File: src/rtl/tempsens_scan_mc_if.sv
// Control and readout bundle for tempsens_scan_mc.
// The master drives the i_* signals and the slave (the sequencer) drives the o_* signals.
interface tempsens_scan_mc_if #(
    parameter int NCH    = 4,
    parameter int GATE_W = 12
);
    localparam int SEL_W = $clog2(NCH);

    logic              i_start;
    logic              i_continuous;
    logic [GATE_W-1:0] i_gate_len;
    logic [NCH-1:0]    i_ch_mask;
    logic [SEL_W-1:0]  i_rd_sel;
    logic              i_snap;
    logic [1:0]        i_byte_sel;
    logic [7:0]        o_data;
    logic              o_busy;
    logic              o_done;
    logic [NCH-1:0]    o_valid;
    logic [NCH-1:0]    o_ovf;

    modport master (
        output i_start, i_continuous, i_gate_len, i_ch_mask,
        output i_rd_sel, i_snap, i_byte_sel,
        input  o_data, o_busy, o_done, o_valid, o_ovf
    );

    modport slave (
        input  i_start, i_continuous, i_gate_len, i_ch_mask,
        input  i_rd_sel, i_snap, i_byte_sel,
        output o_data, o_busy, o_done, o_valid, o_ovf
    );
endinterface

File: src/rtl/tempsens_scan_mc.sv
// Multi-channel ring-oscillator edge-count sequencer with a tear-free byte-wise snapshot readout.
// Optional macro TEMPSENS_AVG_EN averages 2^AVG_LOG2 gate windows per channel.
module tempsens_scan_mc #(
    parameter int NCH      = 4,
    parameter int CNT_W    = 20,
    parameter int GATE_W   = 12,
    parameter int AVG_LOG2 = 2
) (
    input  logic                 clk,
    input  logic                 reset,
    input  logic [NCH-1:0]       i_osc,
    tempsens_scan_mc_if.slave    bus
);
    localparam int CH_W = $clog2(NCH);

`ifdef TEMPSENS_AVG_EN
    localparam int WIN_LOG2 = AVG_LOG2;
`else
    // Without averaging there is exactly one window, so the accumulator collapses to the counter.
    localparam int WIN_LOG2 = 0 * AVG_LOG2;
`endif

    localparam int ACC_W = CNT_W + WIN_LOG2;

    typedef enum logic [2:0] {
        IDLE,
        SETTLE,
        COUNT,
        STORE,
        NEXT
    } state_t;

    state_t            state;
    state_t            state_nxt;

    logic [NCH-1:0]    mask_q;
    logic [GATE_W-1:0] gate_q;
    logic [GATE_W-1:0] timer;
    logic [GATE_W-1:0] gate_in;
    logic [CH_W-1:0]   ch_q;
    logic [CH_W-1:0]   ch_first;
    logic [CH_W-1:0]   ch_higher;
    logic [NCH-1:0]    higher_mask;
    logic              has_higher;
    logic              settle_cnt;
    logic              hist;
    logic              osc_cur;
    logic              rise;
    logic              sat;
    logic              gate_last;
    logic              count_done;
    logic              latch;
    logic              done;
    logic [ACC_W-1:0]  cnt;
    logic [CNT_W-1:0]  result [NCH];
    logic [NCH-1:0]    valid_q;
    logic [NCH-1:0]    ovf_q;
    logic [31:0]       snap_q;
    logic [7:0]        data;

`ifdef TEMPSENS_AVG_EN
    logic [WIN_LOG2-1:0] win;
    logic                win_last;
`endif

    function automatic logic [CH_W-1:0] lowest_set(input logic [NCH-1:0] m);
        lowest_set = '0;
        for (int i = NCH - 1; i >= 0; i--) begin
            if (m[i]) begin
                lowest_set = CH_W'(i);
            end
        end
    endfunction

    // Remaining channels of the latched mask strictly above the current pointer.
    always_comb begin
        higher_mask = '0;
        for (int i = 0; i < NCH; i++) begin
            higher_mask[i] = mask_q[i] && (i > int'(ch_q));
        end
    end

    assign has_higher = |higher_mask;
    assign ch_higher  = lowest_set(higher_mask);
    assign ch_first   = lowest_set(bus.i_ch_mask);
    assign gate_in    = (bus.i_gate_len == '0) ? GATE_W'(1) : bus.i_gate_len;
    assign osc_cur    = i_osc[ch_q];
    assign rise       = osc_cur & ~hist;
    assign gate_last  = (timer == gate_q - GATE_W'(1));

`ifdef TEMPSENS_AVG_EN
    assign win_last   = &win;
    assign count_done = gate_last && win_last;
`else
    assign count_done = gate_last;
`endif

    always_ff @(posedge clk) begin
        if (reset) begin
            state <= IDLE;
        end else begin
            state <= state_nxt;
        end
    end

    always_comb begin
        state_nxt = state;
        latch     = 1'b0;
        done      = 1'b0;
        case (state)
            IDLE: begin
                if (bus.i_start && (|bus.i_ch_mask)) begin
                    latch     = 1'b1;
                    state_nxt = SETTLE;
                end
            end
            SETTLE: begin
                if (settle_cnt) begin
                    state_nxt = COUNT;
                end
            end
            COUNT: begin
                if (count_done) begin
                    state_nxt = STORE;
                end
            end
            STORE: begin
                state_nxt = NEXT;
            end
            NEXT: begin
                if (has_higher) begin
                    state_nxt = SETTLE;
                end else begin
                    done = 1'b1;
                    if (bus.i_continuous && (|bus.i_ch_mask)) begin
                        latch     = 1'b1;
                        state_nxt = SETTLE;
                    end else begin
                        state_nxt = IDLE;
                    end
                end
            end
            default: begin
                state_nxt = IDLE;
            end
        endcase
    end

    // Measurement datapath; the snapshot load sees the pre-store result on a same-cycle collision.
    always_ff @(posedge clk) begin
        if (reset) begin
            mask_q     <= '0;
            gate_q     <= GATE_W'(1);
            ch_q       <= '0;
            timer      <= '0;
            settle_cnt <= 1'b0;
            hist       <= 1'b0;
            cnt        <= '0;
            sat        <= 1'b0;
            valid_q    <= '0;
            ovf_q      <= '0;
            snap_q     <= '0;
            for (int i = 0; i < NCH; i++) begin
                result[i] <= '0;
            end
`ifdef TEMPSENS_AVG_EN
            win        <= '0;
`endif
        end else begin
            settle_cnt <= 1'b0;
            if (latch) begin
                mask_q <= bus.i_ch_mask;
                gate_q <= gate_in;
                ch_q   <= ch_first;
            end
            case (state)
                SETTLE: begin
                    settle_cnt <= ~settle_cnt;
                    hist       <= osc_cur;
                    cnt        <= '0;
                    sat        <= 1'b0;
                    timer      <= '0;
`ifdef TEMPSENS_AVG_EN
                    win        <= '0;
`endif
                end
                COUNT: begin
                    hist  <= osc_cur;
                    timer <= gate_last ? '0 : timer + GATE_W'(1);
`ifdef TEMPSENS_AVG_EN
                    if (gate_last) begin
                        win <= win + WIN_LOG2'(1);
                    end
`endif
                    // Saturating at full scale keeps the averaged result pinned at all-ones with ovf set.
                    if (rise) begin
                        if (&cnt) begin
                            sat <= 1'b1;
                        end else begin
                            cnt <= cnt + ACC_W'(1);
                        end
                    end
                end
                STORE: begin
                    result[ch_q]  <= CNT_W'(cnt >> WIN_LOG2);
                    valid_q[ch_q] <= 1'b1;
                    ovf_q[ch_q]   <= sat;
                end
                NEXT: begin
                    if (has_higher) begin
                        ch_q <= ch_higher;
                    end
                end
                default: begin
                end
            endcase
            if (bus.i_snap) begin
                snap_q <= (int'(bus.i_rd_sel) < NCH) ? 32'(result[bus.i_rd_sel]) : 32'd0;
            end
        end
    end

    // Byte 3 carries a signature when the result never reaches it.
    always_comb begin
        data = 8'h00;
        case (bus.i_byte_sel)
            2'd0:    data = snap_q[7:0];
            2'd1:    data = snap_q[15:8];
            2'd2:    data = snap_q[23:16];
            default: data = (CNT_W <= 24) ? 8'h69 : snap_q[31:24];
        endcase
    end

    assign bus.o_data  = data;
    assign bus.o_busy  = (state != IDLE);
    assign bus.o_done  = done;
    assign bus.o_valid = valid_q;
    assign bus.o_ovf   = ovf_q;
endmodule
File: src/flat_wrapper.sv
// flat-port wrapper written by rule: the top's interface ports become plain ports
module tempsens_scan_mc_flat 
#(
    parameter int NCH      = 4,
    parameter int CNT_W    = 20,
    parameter int GATE_W   = 12,
    parameter int AVG_LOG2 = 2
)
  (clk, reset, i_osc, bus_i_start, bus_i_continuous, bus_i_gate_len, bus_i_ch_mask, bus_i_rd_sel, bus_i_snap, bus_i_byte_sel, bus_o_data, bus_o_busy, bus_o_done, bus_o_valid, bus_o_ovf);
  tempsens_scan_mc_if #(.NCH(NCH), .GATE_W(GATE_W)) bus_i ();
  input  logic clk;
  input  logic reset;
  input  logic [NCH-1:0] i_osc;
  input wire logic [$bits(bus_i.i_start)-1:0] bus_i_start;
  input wire logic [$bits(bus_i.i_continuous)-1:0] bus_i_continuous;
  input wire logic [$bits(bus_i.i_gate_len)-1:0] bus_i_gate_len;
  input wire logic [$bits(bus_i.i_ch_mask)-1:0] bus_i_ch_mask;
  input wire logic [$bits(bus_i.i_rd_sel)-1:0] bus_i_rd_sel;
  input wire logic [$bits(bus_i.i_snap)-1:0] bus_i_snap;
  input wire logic [$bits(bus_i.i_byte_sel)-1:0] bus_i_byte_sel;
  output wire logic [$bits(bus_i.o_data)-1:0] bus_o_data;
  output wire logic [$bits(bus_i.o_busy)-1:0] bus_o_busy;
  output wire logic [$bits(bus_i.o_done)-1:0] bus_o_done;
  output wire logic [$bits(bus_i.o_valid)-1:0] bus_o_valid;
  output wire logic [$bits(bus_i.o_ovf)-1:0] bus_o_ovf;
  assign bus_i.i_start = bus_i_start;
  assign bus_i.i_continuous = bus_i_continuous;
  assign bus_i.i_gate_len = bus_i_gate_len;
  assign bus_i.i_ch_mask = bus_i_ch_mask;
  assign bus_i.i_rd_sel = bus_i_rd_sel;
  assign bus_i.i_snap = bus_i_snap;
  assign bus_i.i_byte_sel = bus_i_byte_sel;
  assign bus_o_data = bus_i.o_data;
  assign bus_o_busy = bus_i.o_busy;
  assign bus_o_done = bus_i.o_done;
  assign bus_o_valid = bus_i.o_valid;
  assign bus_o_ovf = bus_i.o_ovf;
  tempsens_scan_mc #(.NCH(NCH), .CNT_W(CNT_W), .GATE_W(GATE_W), .AVG_LOG2(AVG_LOG2)) u_core (.clk(clk), .reset(reset), .i_osc(i_osc), .bus(bus_i));
endmodule
File: config.mk
export PLATFORM = sky130hd
export DESIGN_NAME = tempsens_scan_mc_flat
export DESIGN_NICKNAME = d
export VERILOG_FILES = /design/src/rtl/tempsens_scan_mc_if.sv /design/src/rtl/tempsens_scan_mc.sv /design/src/flat_wrapper.sv
export SDC_FILE = /design/constraint.sdc
export NUM_CORES = 1
export LEC_CHECK = 0
export ABC_AREA = 1
export CAP_MARGIN = 30
export CORE_MARGIN = 3
export CORE_UTILIZATION = 64
export CTS_CLUSTER_DIAMETER = 60
export DETAILED_ROUTE_END_ITERATION = 10
export GPL_TIMING_DRIVEN = 0
export PLACE_DENSITY = 0.91
export SLEW_MARGIN = 20
export SYNTH_ARGS = -nofsm -noshare
export SYNTH_HDL_FRONTEND = slang
export SYNTH_SLANG_ARGS = --single-unit
File: constraint.sdc
create_clock -name clk -period 5.45 [get_ports clk]
set_input_delay 1.09 -clock clk [delete_from_list [all_inputs] [get_ports clk]]
set_output_delay 1.09 -clock clk [all_outputs]
set_load 0.05 [all_outputs]
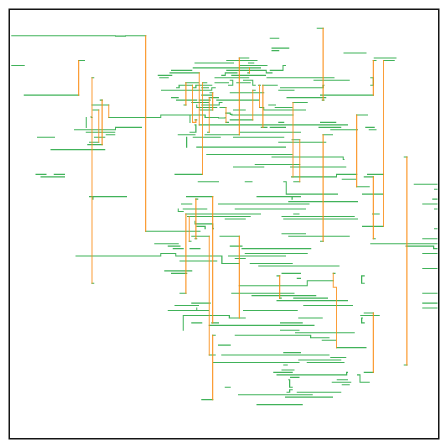
**Above:** run 1 (metal layers overlaid).
Two of the layers only.
| layer | color | wire length |
|---|---|---|
| metal 4 | orange | 689 um |
| metal 3 | green | 1860 um |
Vias: 7313
DRT Wirelength: 21900 um

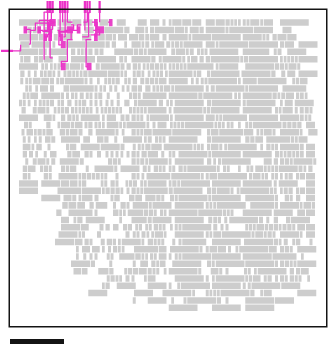
**Above:** run 1 (nets reached from selected ports).
Scale bar: 20 um.
| port | color | bits | direction | end cells | buffers | wire |
|---|---|---|---|---|---|---|
| bus_i_gate_len | magenta | 12 | input | 15 | 12 | 228 um |
port bufs: 44
Ports: 47

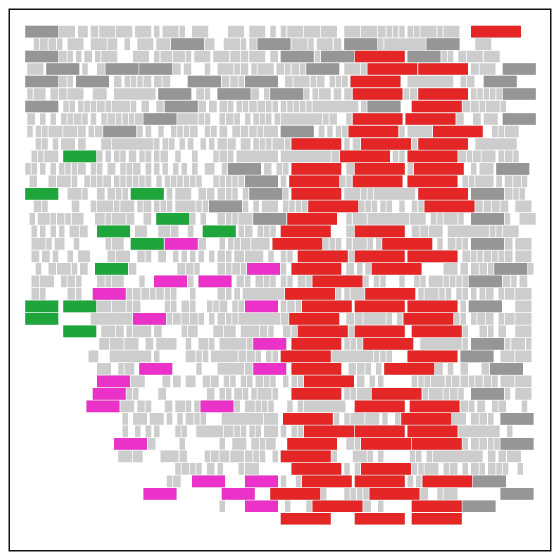
**Above:** run 1 (register map, names as in the netlist).
| name in the netlist | color | flops |
|---|---|---|
| u_core.result | red | 80 |
| u_core.timer | green | 12 |
| u_core.cnt | magenta | 20 |

==> results_dict.tcl, run 1 <==
# flow metrics
set metrics [dict create \
    status "finished clean" \
    tns_ps 0 \
    min_path_type "flip-flop to flip-flop" \
    h-tree-depth 4 \
    finalSetupViolations 0 \
    crit_family "buffers and inverters" \
    fp.dieW_um 118 \
    edf_count 80 \
    min_to "u_core.bus.o_valid[3]" \
    yosysWarningCount 0 \
    cts_resized 0 \
    critPathKind "primary input to output pin" \
    clkTransAtPathRegs_ps 60 \
    final_cell_mix "nor2_1, nand2_1, inv_1" \
    peakVddDrop_uv 284 \
    log.warning_count 26 \
    postSynthCellCount 990 \
    finalCriticalPeriod_ps 4090 \
    synth_seq_share_pct 51.0 \
    required_ps 4360 \
    clockRootBuffer "clkbuf_16" \
    synthDistinctLibCells 42 \
    drcViolationCount 0 \
    report.final.slew_viol_count 0 \
    antenna_found_initial 0 \
    chipArea_um2 13800 \
    ys_area_um2 7970 \
    grt_use_total_pct 31.3 \
    path_cells "clkdlybuf4s50_1 > nor2_1 > inv_1 > o221ai_1 > clkdlybuf4s50_1" \
    crit_path_end_kind "output pin" \
    drtAntennaViolNets 0 \
    worstSetupStartpointType "primary input" \
    critPathArrivalTime_ps 3000 \
    ys_ff 163 \
    power_leakage_nw 3.61 \
    worst_pin_slew_ps 929 \
    crit_top_cell "clkdlybuf4s50_1" \
    avgSynthCellArea_um2 8.05 \
    clk_path_buf_depth 2 \
    nNetsFinal 1088 \
    power_density_nw_per_um2 389 \
    async_flop_share_pct 0 \
    timing.final.crit_share_pct 75.0 \
    r2r-end "u_core.result[0][19]" \
    cts_made_buffers 17 \
    flop_cell "dfxtp_1" \
    crit-reg2reg-launch "u_core.state[0]" \
    ys_cells 990 \
    first_pass_iters 6 \
    path_max_fanout 8 \
    layout_top_cell "nor2_1" \
    first_iter_violations 1067 \
    fp-row-count 40 \
    post_dp_cell_area_um2 8620 \
    dpl.hpwl_um 14000 \
    min_path_cells 2 \
    min_from "u_core.bus.o_valid[3]" \
    postCtsHoldBufs 0 \
    postLayoutCellArea_um2 9320 \
    die_y_um 118 \
    utilization_pct 76.9 \
    grt_pass1_wl_um 34500 \
    slowest_delay_ps 830 \
    crit_buf_inv 3 \
    dpl_worst_slack_ps 1350 \
    wl_per_cell_um 17.7 \
    clock.latency.late_pin_ps 440 \
    r2r_slack_ps 3000 \
    timing.final.ws_setup_ps 1360 \
    grt_start_max_net_pins 22 \
    rsz0062_at_grt "false" \
    maxCapViolations 0 \
    cts_tree "yes" \
    drive_gt1_share_pct 7.30 \
    syn_area_um2 7970 \
    hold_viol 0 \
    cts_sinks 163 \
    timing.fmax_mhz 245 \
    fin_skew_ps 9.76 \
    critPathSlowestCell "clkdlybuf4s50_1" \
    area_growth_pct 17.0 \
    overflow 0 \
    antenna_cells 0 \
    relSlewSlack_pct 37.9 \
    cts_setup_buffers 0 \
    place_congestion 0.913 \
    initial_core_util_pct 65.8 \
    grt_pass1_vias 7006 \
    fp_nets 1022 \
    ff2ff_path_depth 4 \
    post_drt_via_cell_ratio 5.91 \
    core-area_um2 12100 \
]
## run 1: tightest hold or removal path, delay by kind of cell, from the launching register on
family	cells	cell delay, ps
flops	1	310
buf+inv	1	50
compound gates	1	50
## run 1: area by class of cell
type	instances	area, um2
multi-input combinational	662	3240
sequential	163	4060
clock inverter	12	163
timing repair buffer	47	510
inverter	121	454
buffer	44	204
fill	803	2790
tap	168	210
clock buffer	20	468
## run 1: cell families (layout without fill, tap and decap cells)
group / count (synthesis) / count (layout) / synth area share, %
buffers and inverters: 165 / 244 / 8.26
AND/OR/NAND/NOR: 466 / 466 / 25.1
AND-OR/OR-AND: 167 / 167 / 12.2
adder cells (fa/ha/maj): 3 / 3 / 0.471
multiplexers: 6 / 6 / 0.754
XOR/XNOR: 20 / 20 / 2.20
flip-flops: 163 / 163 / 51.0
## run 1: metal layers
metal,GRT usage (%),routed length [um],vias to the layer above,share of wire [%]
met1,37.7,8220,3380,38
met3,6.97,1860,86,8.5
met2,53.8,11100,441,51
li1,-,-,3406,-
met5,0,0,-,0
met4,14.2,688,0,3.1
## run 1: synth_stat cells, types with 3 or more instances
library cell | number | area (um2)
xnor2_1 | 5 | 43.8
nand3b_1 | 8 | 60.1
edfxtp_1 | 80 | 2400
nor3_4 | 3 | 48.8
buf_1 | 5 | 18.8
mux2i_1 | 6 | 60.1
inv_2 | 7 | 26.3
ha_1 | 3 | 37.5
o21ai_0 | 71 | 355
inv_1 | 111 | 417
nor2_1 | 199 | 747
nand4_1 | 10 | 62.6
buf_6 | 3 | 33.8
o221ai_1 | 10 | 87.6
buf_2 | 6 | 30.0
o21ai_1 | 3 | 15.0
nor4_1 | 4 | 25.0
nand2_1 | 152 | 571
a21oi_1 | 54 | 270
nor3_1 | 21 | 105
dfxtp_1 | 83 | 1660
clkbuf_1 | 27 | 101
nand3_1 | 53 | 265
a21oi_2 | 7 | 61.3
clkinv_1 | 3 | 11.3
o32ai_1 | 14 | 123
nand2_2 | 7 | 43.8
xor2_1 | 15 | 131
## run 1: worst max path at each step
stage | from | endpoint | slack, ps | depth (start not counted)
global placement | bus_i_byte_sel[0] | bus_o_data[3] | 1470 | 6
floorplan | bus_i_byte_sel[1] | bus_o_data[5] | 1990 | 3
global route | bus_i_byte_sel[0] | bus_o_data[2] | 1230 | 6
CTS | bus_i_byte_sel[1] | bus_o_data[2] | 1350 | 5
finish | bus_i_byte_sel[1] | bus_o_data[2] | 1360 | 5
detailed placement | bus_i_byte_sel[1] | bus_o_data[2] | 1350 | 5
## run 1: state kept, by name, indices dropped and copies added (netlist names), 3 cells and up
register            count
u_core.result          80
u_core.cnt             20
u_core.snap_q          20
u_core.gate_q          12
u_core.timer           12
u_core.bus.o_ovf        4
u_core.bus.o_valid      4
u_core.mask_q           3
u_core.state            3
## run 1: metrics by stage
step,cells,power [W],hold slack (ps)
2_1_floorplan,990,0.00209,431
3_3_place_gp,1202,0.00230,440
3_5_place_dp,1202,0.00233,446
4_1_cts,1234,0.00358,465
5_1_grt,1237,0.00377,479
6_report,1237,0.00362,466
## run 1: power by group
group	total, W	internal [W]	switching (W)
Sequential	0.00145	0.00139	0.0000656
Combinational	0.000900	0.000274	0.000626
Clock	0.00127	0.000733	0.000539
**Run 1: placed standard cells**

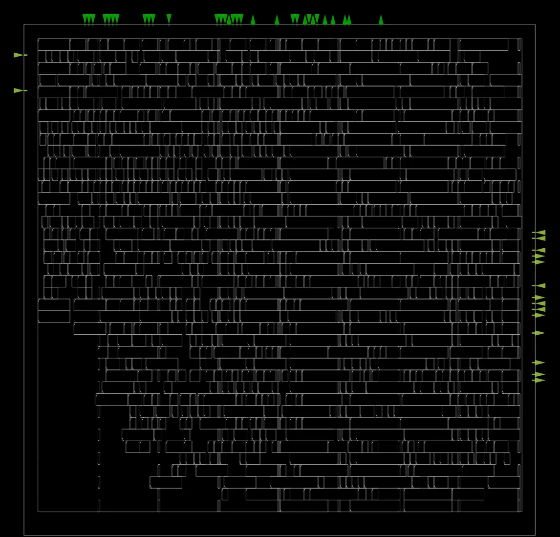

## Run 2: what changed since run 1
--- a/config.mk
+++ b/config.mk
@@ -8,11 +8,11 @@
 export ABC_AREA = 1
 export CAP_MARGIN = 30
 export CORE_MARGIN = 3
-export CORE_UTILIZATION = 64
+export CORE_UTILIZATION = 54
 export CTS_CLUSTER_DIAMETER = 60
 export DETAILED_ROUTE_END_ITERATION = 10
 export GPL_TIMING_DRIVEN = 0
-export PLACE_DENSITY = 0.91
+export PLACE_DENSITY = 0.82
 export SLEW_MARGIN = 20
 export SYNTH_ARGS = -nofsm -noshare
 export SYNTH_HDL_FRONTEND = slang
==> constraint.sdc (replaced) <==
create_clock -name clk -period 3.33 [get_ports clk]
set_input_delay 0.666 -clock clk [delete_from_list [all_inputs] [get_ports clk]]
set_output_delay 0.666 -clock clk [all_outputs]
set_load 0.05 [all_outputs]
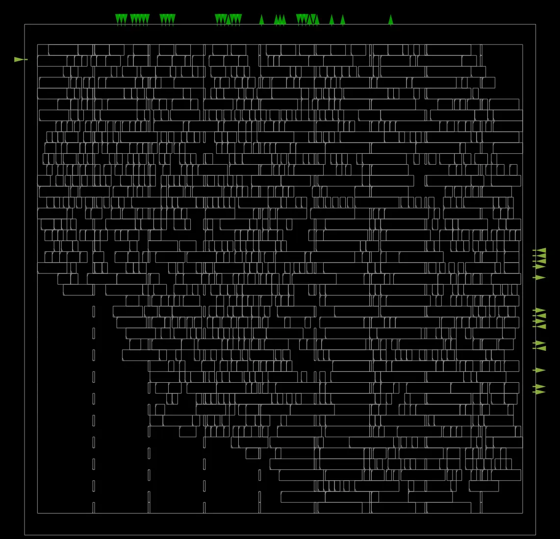
**Above:** run 2 (placed standard cells).
row cnt: 43
tap cell count: 180

==> run 2 against run 1 <==
Against the previous run:
- first-iteration DRC count is 29% lower
- flip-flop count stayed put
- setup slack worse by 1200 ps
- register-to-register slack worse by 1900 ps
- sequential share of layout area is 0.73 points higher
- core utilization is 12 points lower
- clock power is 35% higher
- final cell count is 0.73% higher
- highest routed layer unchanged
- global-route usage is 6.3 points lower
- largest cell class unchanged
- synthesized cell count stayed put
- largest power group unchanged
- count of clock-buffer cells in the layout is 1 higher
- sequential power is 63% higher
==> results_dict.tcl, run 2 <==
# flow metrics
set metrics [dict create \
    worstSetupStartpointType "primary input" \
    ys_cells 990 \
    largest_register_ffs 80 \
    finalSetupViolations 0 \
    path_max_fanout 6 \
    rsz0062_at_grt "false" \
    dpl.hpwl_um 13700 \
    crit_path_end_kind "output pin" \
    reg_top3 "u_core.result x80, u_core.cnt x20, u_core.snap_q x20" \
    area_growth_pct 15.0 \
    clockRootBuffer "clkbuf_16" \
    cp-startpoint "bus_i_byte_sel[0]" \
    grt_pass1_wl_um 31900 \
    netlist.area_leader.share_pct 30.2 \
    nNetsFinal 1087 \
    grt_start_max_net_pins 22 \
    grt_use_total_pct 25.0 \
    tns_ps 0 \
    first_iter_violations 755 \
    fin_cells 1246 \
    antenna_cells 0 \
    ys_ff 163 \
    cts_resized 0 \
    finalCriticalPeriod_ps 3210 \
    ys_sh_xor_pct 2.20 \
    cts_made_buffers 17 \
    simple_gate_share_pct 25.1 \
    initial_core_util_pct 56.3 \
    place_congestion 0.930 \
    io_buffer_count 44 \
    timing.fmax_mhz 312 \
    yosysWarningCount 0 \
    cts_sinks 163 \
    min_path_type "flip-flop to flip-flop" \
    syn_area_um2 7970 \
    status "finished clean" \
    worst_pin_slew_ps 952 \
    clk_path_buf_depth 2 \
    h-tree-depth 4 \
    synthDistinctLibCells 42 \
    clock.latency.late_pin_ps 430 \
    ys_area_um2 7970 \
    first_pass_iters 8 \
    top_cell "nor2_1" \
    postSynthCellCount 990 \
    dpl.cell_count 1214 \
    ys_sh_mux_pct 0.754 \
    cts_setup_buffers 0 \
    edf_count 80 \
    post_drt_via_cell_ratio 5.52 \
    die_y_um 127 \
    hold-worst-slack_ps 456 \
    critPathCapture "bus_o_data[3]" \
    drive_gt1_share_pct 6.75 \
    fp.dieW_um 127 \
    log.warning_count 26 \
    largest_area_cell "edfxtp_1" \
    fill_cells 1191 \
    r2r_slack_ps 1090 \
    hold_viol 0 \
]
==> run 2: metal layers <==
| layer | global-route usage, % | up-vias | wire length (um) |
|---|---|---|---|
| li1 | - | 3400 | - |
| met1 | 30.6 | 3183 | 7960 |
| met2 | 42.8 | 237 | 9880 |
| met3 | 5.89 | 52 | 1280 |
| met4 | 9.78 | 0 | 484 |
| met5 | 0 | - | 0 |
==> run 2: cells by family after synthesis <==
group,after synthesis
muxes,6
buffers and inverters,165
and+or+nand+nor,466
adders and majority gates,3
xor gates and xnor gates,20
AOI/OAI and AO/OA,167
DFF,163
==> run 2: worst min-delay path by stage <==
stage / from / to / slack, ps / depth (start not counted)
2_1_floorplan: u_core.mask_q[1] / u_core.mask_q[1] / 430 / 2
3_3_place_gp: u_core.bus.o_valid[1] / u_core.bus.o_valid[1] / 440 / 2
3_5_place_dp: u_core.bus.o_valid[0] / u_core.bus.o_valid[0] / 440 / 2
4_1_cts: u_core.bus.o_valid[0] / u_core.bus.o_valid[0] / 450 / 2
5_1_grt: u_core.bus.o_valid[3] / u_core.bus.o_valid[3] / 470 / 2
6_report: u_core.bus.o_valid[3] / u_core.bus.o_valid[3] / 460 / 2
==> run 2: area by class of cell <==
type	instances	area (um2)	area share (%)
flip-flops and latches	163	4060	44.3
multi-input cells	662	3240	35.4
clock inverters	9	62.6	0.683
well taps	180	225	2.46
inverters	121	454	4.96
plain buffers	44	204	2.23
repair buffers	46	470	5.13
clock buffers	21	440	4.81
==> run 2: through the flow <==
stage	power, W	cell area (um2)	util (%)	setup slack, ps
2_1_floorplan	0.00342	7970	-	716
3_3_place_gp	0.00378	8630	61.0	152
3_5_place_dp	0.00381	8630	61.0	103
4_1_cts	0.00552	9140	64.6	105
5_1_grt	0.00582	9170	64.8	12.9
6_report	0.00552	9170	64.8	121
==> run 2: critical path: stages <==
cell,delay [ps]
clkdlybuf4s50_1,550
inv_1,90
nor2_1,120
inv_1,120
o221ai_1,170
clkdlybuf4s50_1,830
==> run 2: where the power goes <==
part | switching [W] | internal, W | total [W]
clock network | 0.000781 | 0.000943 | 0.00172
logic | 0.000979 | 0.000446 | 0.00142
registers | 0.000103 | 0.00227 | 0.00237
No activity file was given, so power comes from the tool's default toggle rates.
